## src/rtl/md_pkg.sv

```systemverilog
// Shared op/mode codes, FSM states and latency defaults for the MD issue path.
package md_pkg;

   typedef enum logic [3:0] {
      OP_NONE  = 4'd0,
      OP_MULT  = 4'd1,
      OP_MULTU = 4'd2,
      OP_DIV   = 4'd3,
      OP_DIVU  = 4'd4,
      OP_MTHI  = 4'd5,
      OP_MTLO  = 4'd6,
      OP_MFHI  = 4'd7,
      OP_MFLO  = 4'd8
   } md_op_e;

   typedef enum logic [1:0] {
      MODE_MULT  = 2'd0,
      MODE_MULTU = 2'd1,
      MODE_DIV   = 2'd2,
      MODE_DIVU  = 2'd3
   } md_mode_e;

   typedef enum logic [0:0] {
      ST_IDLE = 1'b0,
      ST_BUSY = 1'b1
   } md_state_e;

   localparam int MD_MULT_CYCLES = 5;
   localparam int MD_DIV_CYCLES  = 10;

   function automatic int md_max(input int a, input int b);
      return (a > b) ? a : b;
   endfunction

   function automatic logic md_is_exec(input logic [3:0] op);
      return (op >= OP_MULT) && (op <= OP_DIVU);
   endfunction

   function automatic logic md_is_any(input logic [3:0] op);
      return (op >= OP_MULT) && (op <= OP_MFLO);
   endfunction

   function automatic logic md_is_div(input logic [3:0] op);
      return (op == OP_DIV) || (op == OP_DIVU);
   endfunction

endpackage

```

## src/rtl/md_busy_timer.sv

```systemverilog
// Load/decrement latency counter; busy while non-zero, last on the final cycle.
module md_busy_timer #(
   parameter int W = 4
) (
   input  logic         i_clk,
   input  logic         i_clr,
   input  logic         i_load,
   input  logic [W-1:0] i_load_val,
   output logic         o_busy,
   output logic         o_last
);

   logic [W-1:0] r_cnt;

   always_ff @(posedge i_clk or posedge i_clr) begin
      if (i_clr) begin
         r_cnt <= '0;
      end else if (i_load) begin
         r_cnt <= i_load_val;
      end else if (r_cnt != '0) begin
         r_cnt <= r_cnt - 1'b1;
      end
   end

   assign o_busy = (r_cnt != '0);
   assign o_last = (r_cnt == W'(1));

endmodule

```

## src/rtl/md_issue_ctrl.sv

```systemverilog
// E-stage issue/hazard control in front of multdiv: start/write strobes, latency, D stall.
// Optional MD_DIV0_SKIP_EN: divide by zero is dropped instead of issued.
module md_issue_ctrl
   import md_pkg::*;
#(
   parameter int MULT_CYCLES = MD_MULT_CYCLES,
   parameter int DIV_CYCLES  = MD_DIV_CYCLES
) (
   input  logic        clk,
   input  logic        clr,
   input  logic        d_md,
   input  logic [3:0]  e_op,
   input  logic        e_flush,
   input  logic [31:0] e_rs,
   input  logic [31:0] e_rt,
   input  logic [31:0] hi,
   input  logic [31:0] lo,
   output logic [31:0] md_a,
   output logic [31:0] md_b,
   output logic        md_start,
   output logic [1:0]  md_mode,
   output logic        md_we,
   output logic        md_a1,
   output logic [31:0] e_md_out,
   output logic        busy,
   output logic        stall_d,
   output logic        proto_err
);

   localparam int CW = $clog2(md_max(MULT_CYCLES, DIV_CYCLES) + 1);
   localparam logic [CW-1:0] MULT_LD = CW'(MULT_CYCLES);
   localparam logic [CW-1:0] DIV_LD  = CW'(DIV_CYCLES);

   localparam logic [0:0] S_IDLE = ST_IDLE;
   localparam logic [0:0] S_BUSY = ST_BUSY;

   logic [0:0]    r_state;
   logic          r_perr;

   logic          w_idle;
   logic          w_exec;
   logic          w_div;
   logic          w_skip;
   logic          w_issue;
   logic          w_wr;
   logic          w_busy;
   logic          w_last;
   logic [CW-1:0] w_ld_val;
   logic [1:0]    w_mode;
   logic [31:0]   w_out;

   assign w_idle = (r_state == S_IDLE);
   assign w_exec = md_is_exec(e_op);
   assign w_div  = md_is_div(e_op);

`ifdef MD_DIV0_SKIP_EN
   // A zero divisor never reaches multdiv, so HI/LO keep their old value.
   assign w_skip = w_div & (e_rt == 32'd0);
`else
   assign w_skip = 1'b0;
`endif

   assign w_issue  = w_idle & w_exec & ~e_flush & ~w_skip;
   assign w_wr     = w_idle & ~e_flush
                   & ((e_op == OP_MTHI) | (e_op == OP_MTLO));
   assign w_ld_val = w_div ? DIV_LD : MULT_LD;

   always_comb begin
      w_mode = MODE_MULT;
      unique case (e_op)
         OP_MULTU: w_mode = MODE_MULTU;
         OP_DIV:   w_mode = MODE_DIV;
         OP_DIVU:  w_mode = MODE_DIVU;
         default:  w_mode = MODE_MULT;
      endcase
   end

   always_comb begin
      w_out = 32'd0;
      unique case (1'b1)
         (e_op == OP_MFHI): w_out = hi;
         (e_op == OP_MFLO): w_out = lo;
         default:           w_out = 32'd0;
      endcase
   end

   md_busy_timer #(
      .W (CW)
   ) u_timer (
      .i_clk      (clk),
      .i_clr      (clr),
      .i_load     (w_issue),
      .i_load_val (w_ld_val),
      .o_busy     (w_busy),
      .o_last     (w_last)
   );

   always_ff @(posedge clk or posedge clr) begin
      if (clr) begin
         r_state <= S_IDLE;
      end else begin
         unique case (r_state)
            S_IDLE:  if (w_issue) r_state <= S_BUSY;
            S_BUSY:  if (w_last)  r_state <= S_IDLE;
            default: r_state <= S_IDLE;
         endcase
      end
   end

   // Sticky protocol error: D should never let an MD op through while busy.
   always_ff @(posedge clk or posedge clr) begin
      if (clr) begin
         r_perr <= 1'b0;
      end else if (w_busy & md_is_any(e_op)) begin
         r_perr <= 1'b1;
      end
   end

   assign md_a      = e_rs;
   assign md_b      = e_rt;
   assign md_mode   = w_mode;
   assign md_a1     = (e_op == OP_MTHI);
   assign md_start  = w_issue & ~clr;
   assign md_we     = w_wr & ~clr;
   assign e_md_out  = w_out;
   assign busy      = w_busy;
   assign stall_d   = d_md & (md_start | w_busy) & ~clr;
   assign proto_err = r_perr;

endmodule

```

## config.mk

```make
export PLATFORM = sky130hd
export DESIGN_NAME = md_issue_ctrl
export DESIGN_NICKNAME = d
export VERILOG_FILES = /design/src/rtl/md_pkg.sv /design/src/rtl/md_busy_timer.sv /design/src/rtl/md_issue_ctrl.sv
export SDC_FILE = /design/constraint.sdc
export NUM_CORES = 1
export LEC_CHECK = 0
export ABC_AREA = 1
export CAP_MARGIN = 30
export CORE_AREA = 5 5 89 91
export CTS_BUF_LIST = sky130_fd_sc_hd__clkbuf_2
export CTS_CLUSTER_SIZE = 20
export DETAILED_ROUTE_END_ITERATION = 16
export DIE_AREA = 0 0 94 96
export PLACE_DENSITY = 0.8
export SLEW_MARGIN = 20
export SYNTH_ARGS = -nofsm -noshare
export SYNTH_HDL_FRONTEND = slang
export SYNTH_SLANG_ARGS = --single-unit
export TNS_END_PERCENT = 50
```

## constraint.sdc

```tcl
create_clock -name clk -period 1.3 [get_ports clk]
set_input_delay 0.13 -clock clk [delete_from_list [all_inputs] [get_ports clk]]
set_output_delay 0.13 -clock clk [all_outputs]
set_load 0.02 [all_outputs]
```

### Congestion heat map

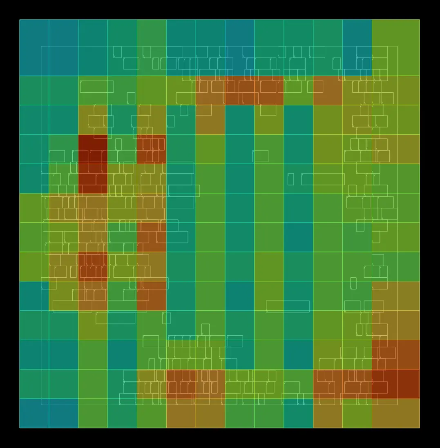
most used routing layer in global routing: met2
Overall Global Routing Usage: 13.2%
met1 usage: 12.0%

### Signal wires on met2

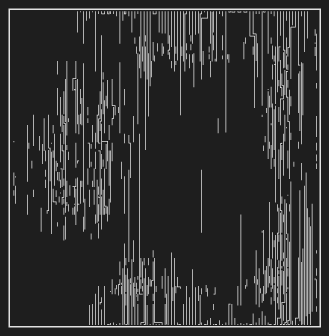
The longest straight run is 48.6 µm. The wires run mostly vertical. The layer carries 3,640 µm of wire. The layer holds 54% of the routed length.
detailed-route via count: 1,775
total length of routed wires: 6740 µm
grt met2 use: 26.7%

### Cell area per tile

Scale bar: 20 µm. 9 x 10 tiles, from black (low) to pale yellow (high), 0 to 100% covered.
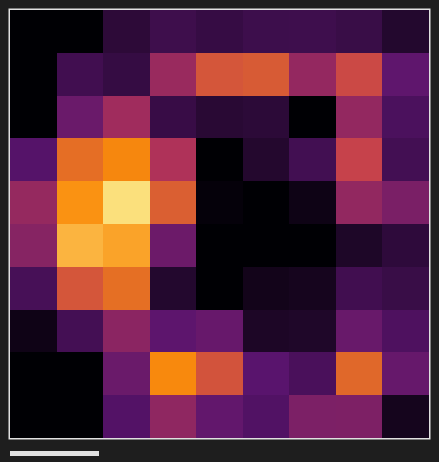
The densest ninth of the die: middle left. 4.4% of the tiles are over 75% full. 18% of the tiles are nearly empty. The fullest tile reaches 93%. The mean over all tiles is 26%.
Finished Core Util: 35.3%
CORE AREA: 7060 µm²
effective utilization at floorplan: 21.1%

### Routed metal per tile

Scale bar: 20 µm. 19 x 19 tiles, from black (low) to pale yellow (high), scaled to the fullest tile. Values are wire area over tile area, all layers added.
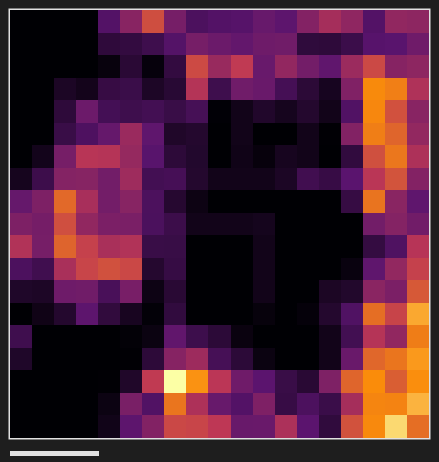
The mean over all tiles is 0.13. The fullest tile reaches 0.57. 13% of the tiles are over half the peak. 26% of the tiles are nearly empty. The densest ninth of the die: lower right.
routed wire length per instance: 16.2 µm

cell type report:
type | count | area share (%)
Clock buffer | 3 | 0.602
Timing Repair Buffer | 144 | 52.9
Tap cell | 99 | 4.97
Sequential cell | 6 | 6.02
Inverter | 46 | 6.93
Multi-Input combinational cell | 119 | 28.6
cells in the final DEF, fill, tap and decap left out:
cell / n
sky130_fd_sc_hd__buf_16: 2
sky130_fd_sc_hd__nand3b_1: 1
sky130_fd_sc_hd__o21ai_0: 1
sky130_fd_sc_hd__nand2_1: 18
sky130_fd_sc_hd__xnor2_2: 1
sky130_fd_sc_hd__nor2_4: 4
sky130_fd_sc_hd__nor4_4: 1
sky130_fd_sc_hd__nand2_4: 2
sky130_fd_sc_hd__o21ai_1: 33
sky130_fd_sc_hd__nand2_2: 4
sky130_fd_sc_hd__nand3_2: 3
sky130_fd_sc_hd__buf_2: 21
sky130_fd_sc_hd__a21oi_2: 1
sky130_fd_sc_hd__inv_2: 7
sky130_fd_sc_hd__ha_1: 2
sky130_fd_sc_hd__nand3_1: 35
sky130_fd_sc_hd__clkbuf_2: 6
sky130_fd_sc_hd__dlygate4sd2_1: 1
sky130_fd_sc_hd__buf_4: 38
sky130_fd_sc_hd__clkdlybuf4s50_1: 67
sky130_fd_sc_hd__nand3_4: 1
sky130_fd_sc_hd__dfrtp_1: 6
sky130_fd_sc_hd__nor3_1: 1
sky130_fd_sc_hd__buf_12: 5
sky130_fd_sc_hd__nor2_2: 3
sky130_fd_sc_hd__nor2_1: 6
sky130_fd_sc_hd__inv_1: 39
sky130_fd_sc_hd__ha_4: 1
sky130_fd_sc_hd__buf_6: 7
sky130_fd_sc_hd__a31o_2: 1
path summary, 6_finish.rpt:
check / to
min in group asynchronous: proto_err$_DFFE_PP0P_
setup / recovery: md_we
hold / removal: md_a[14]
hold reg to reg: proto_err$_DFFE_PP0P_
max in group asynchronous: u_timer.r_cnt[1]$_DFFE_PP0P_
setup reg to reg: u_timer.r_cnt[0]$_DFFE_PP0P_
repair_timing:
item	CTS	global route
resized	203	18
pin swaps	3	9
cloned	2	0
setup buffers	4	5
setup endpoints to repair	44	42
hold buffers	0	0
sequential cells by signal, summed over array words and instances, names as in the netlist:
signal         flops
u_timer.r_cnt      4
proto_err          1
r_state            1
report_power, final:
group / switching, mW / internal, mW
clock network: 0.0749 / 0.0626
registers: 0.0566 / 0.269
logic: 0.690 / 0.856
total: 0.822 / 1.19
through the flow:
stage | total power, mW | hold slack (ns) | worst slack, ns | instance area, µm² | util, %
floorplan | 1.18 | -0.0709 | -0.0144 | 1500 | -
global placement | 1.53 | 0.260 | -0.757 | 2440 | 34.6
detailed placement | 1.58 | 0.260 | -0.812 | 2440 | 34.6
CTS | 1.81 | 0.260 | -0.0913 | 2440 | 34.6
global route | 2.20 | 0.260 | -0.198 | 2490 | 35.3
finish | 2.01 | 0.260 | -0.118 | 2490 | 35.3
layer usage:
layer,part of all wire (%),track usage (%),wire [µm]
met5,0,0,0
met4,1.5,2.89,102
met3,13,5.47,880
met2,54,26.7,3640
met1,31,12.0,2110
==> notes.md <==
Physical implementation status

Warnings raised by the tools during the run amount to 31. For reference, the final report shows the hold violation count at 0. The longest clock path from root to sink contains 2 buffers. Setup repair after global routing could not meet its margin everywhere. The path class of the tightest hold or removal check is input port to primary output. The checks that failed: negative setup slack. After layout, the setup clock skew is reported as 0.00596 ns. The critical path contains buffers and inverters numbering 3 combined. Sorting the synthesis cell report by count puts at the top sky130_fd_sc_hd__buf_4.

STA lists the startpoint of the worst hold path as e_rs[14]. Summing every instance area after synthesis gives 1490 µm². The die area stands at 9020 µm². By area, the combinational part of the netlist is dominated by buffers and inverters. The number of clock sinks came to 6. The iteration count of the initial detailed-routing pass stands at 6. The DRC violation total left in the routed layout is recorded as 0. Per the synthesis report, the dominant area consumer among library cells is sky130_fd_sc_hd__buf_4. The number of antenna violations at the first check in global routing was 0. The synthesized instance count stands at 244.

The biggest fanout along the worst timing path stands at 2. In the final layout, flip-flops and latches occupy 150 µm². The vertical die dimension stands at 96 µm. In this run, CTS created clock tree buffers numbering 3. Summed over all layers, the global routing overflow is 0.

The share of Yosys cell area claimed by the top area cell type stands at 32.2%. The setup slack after layout stands at -0.118 ns. The arrival time reported for the critical path endpoint stands at 1.29 ns. TritonCTS built the clock tree.

The final count of negative-setup-slack endpoints stands at 5. The data required time of the worst path stands at 1.17 ns. The final weighted congestion of routability-driven global placement stands at 0.864. The headroom to the max-slew limit stands at 82.6%. The flow ran to the end, but the final reports show violations. The worst setup path is captured at a primary output.
Power and IR drop assume default switching activity.
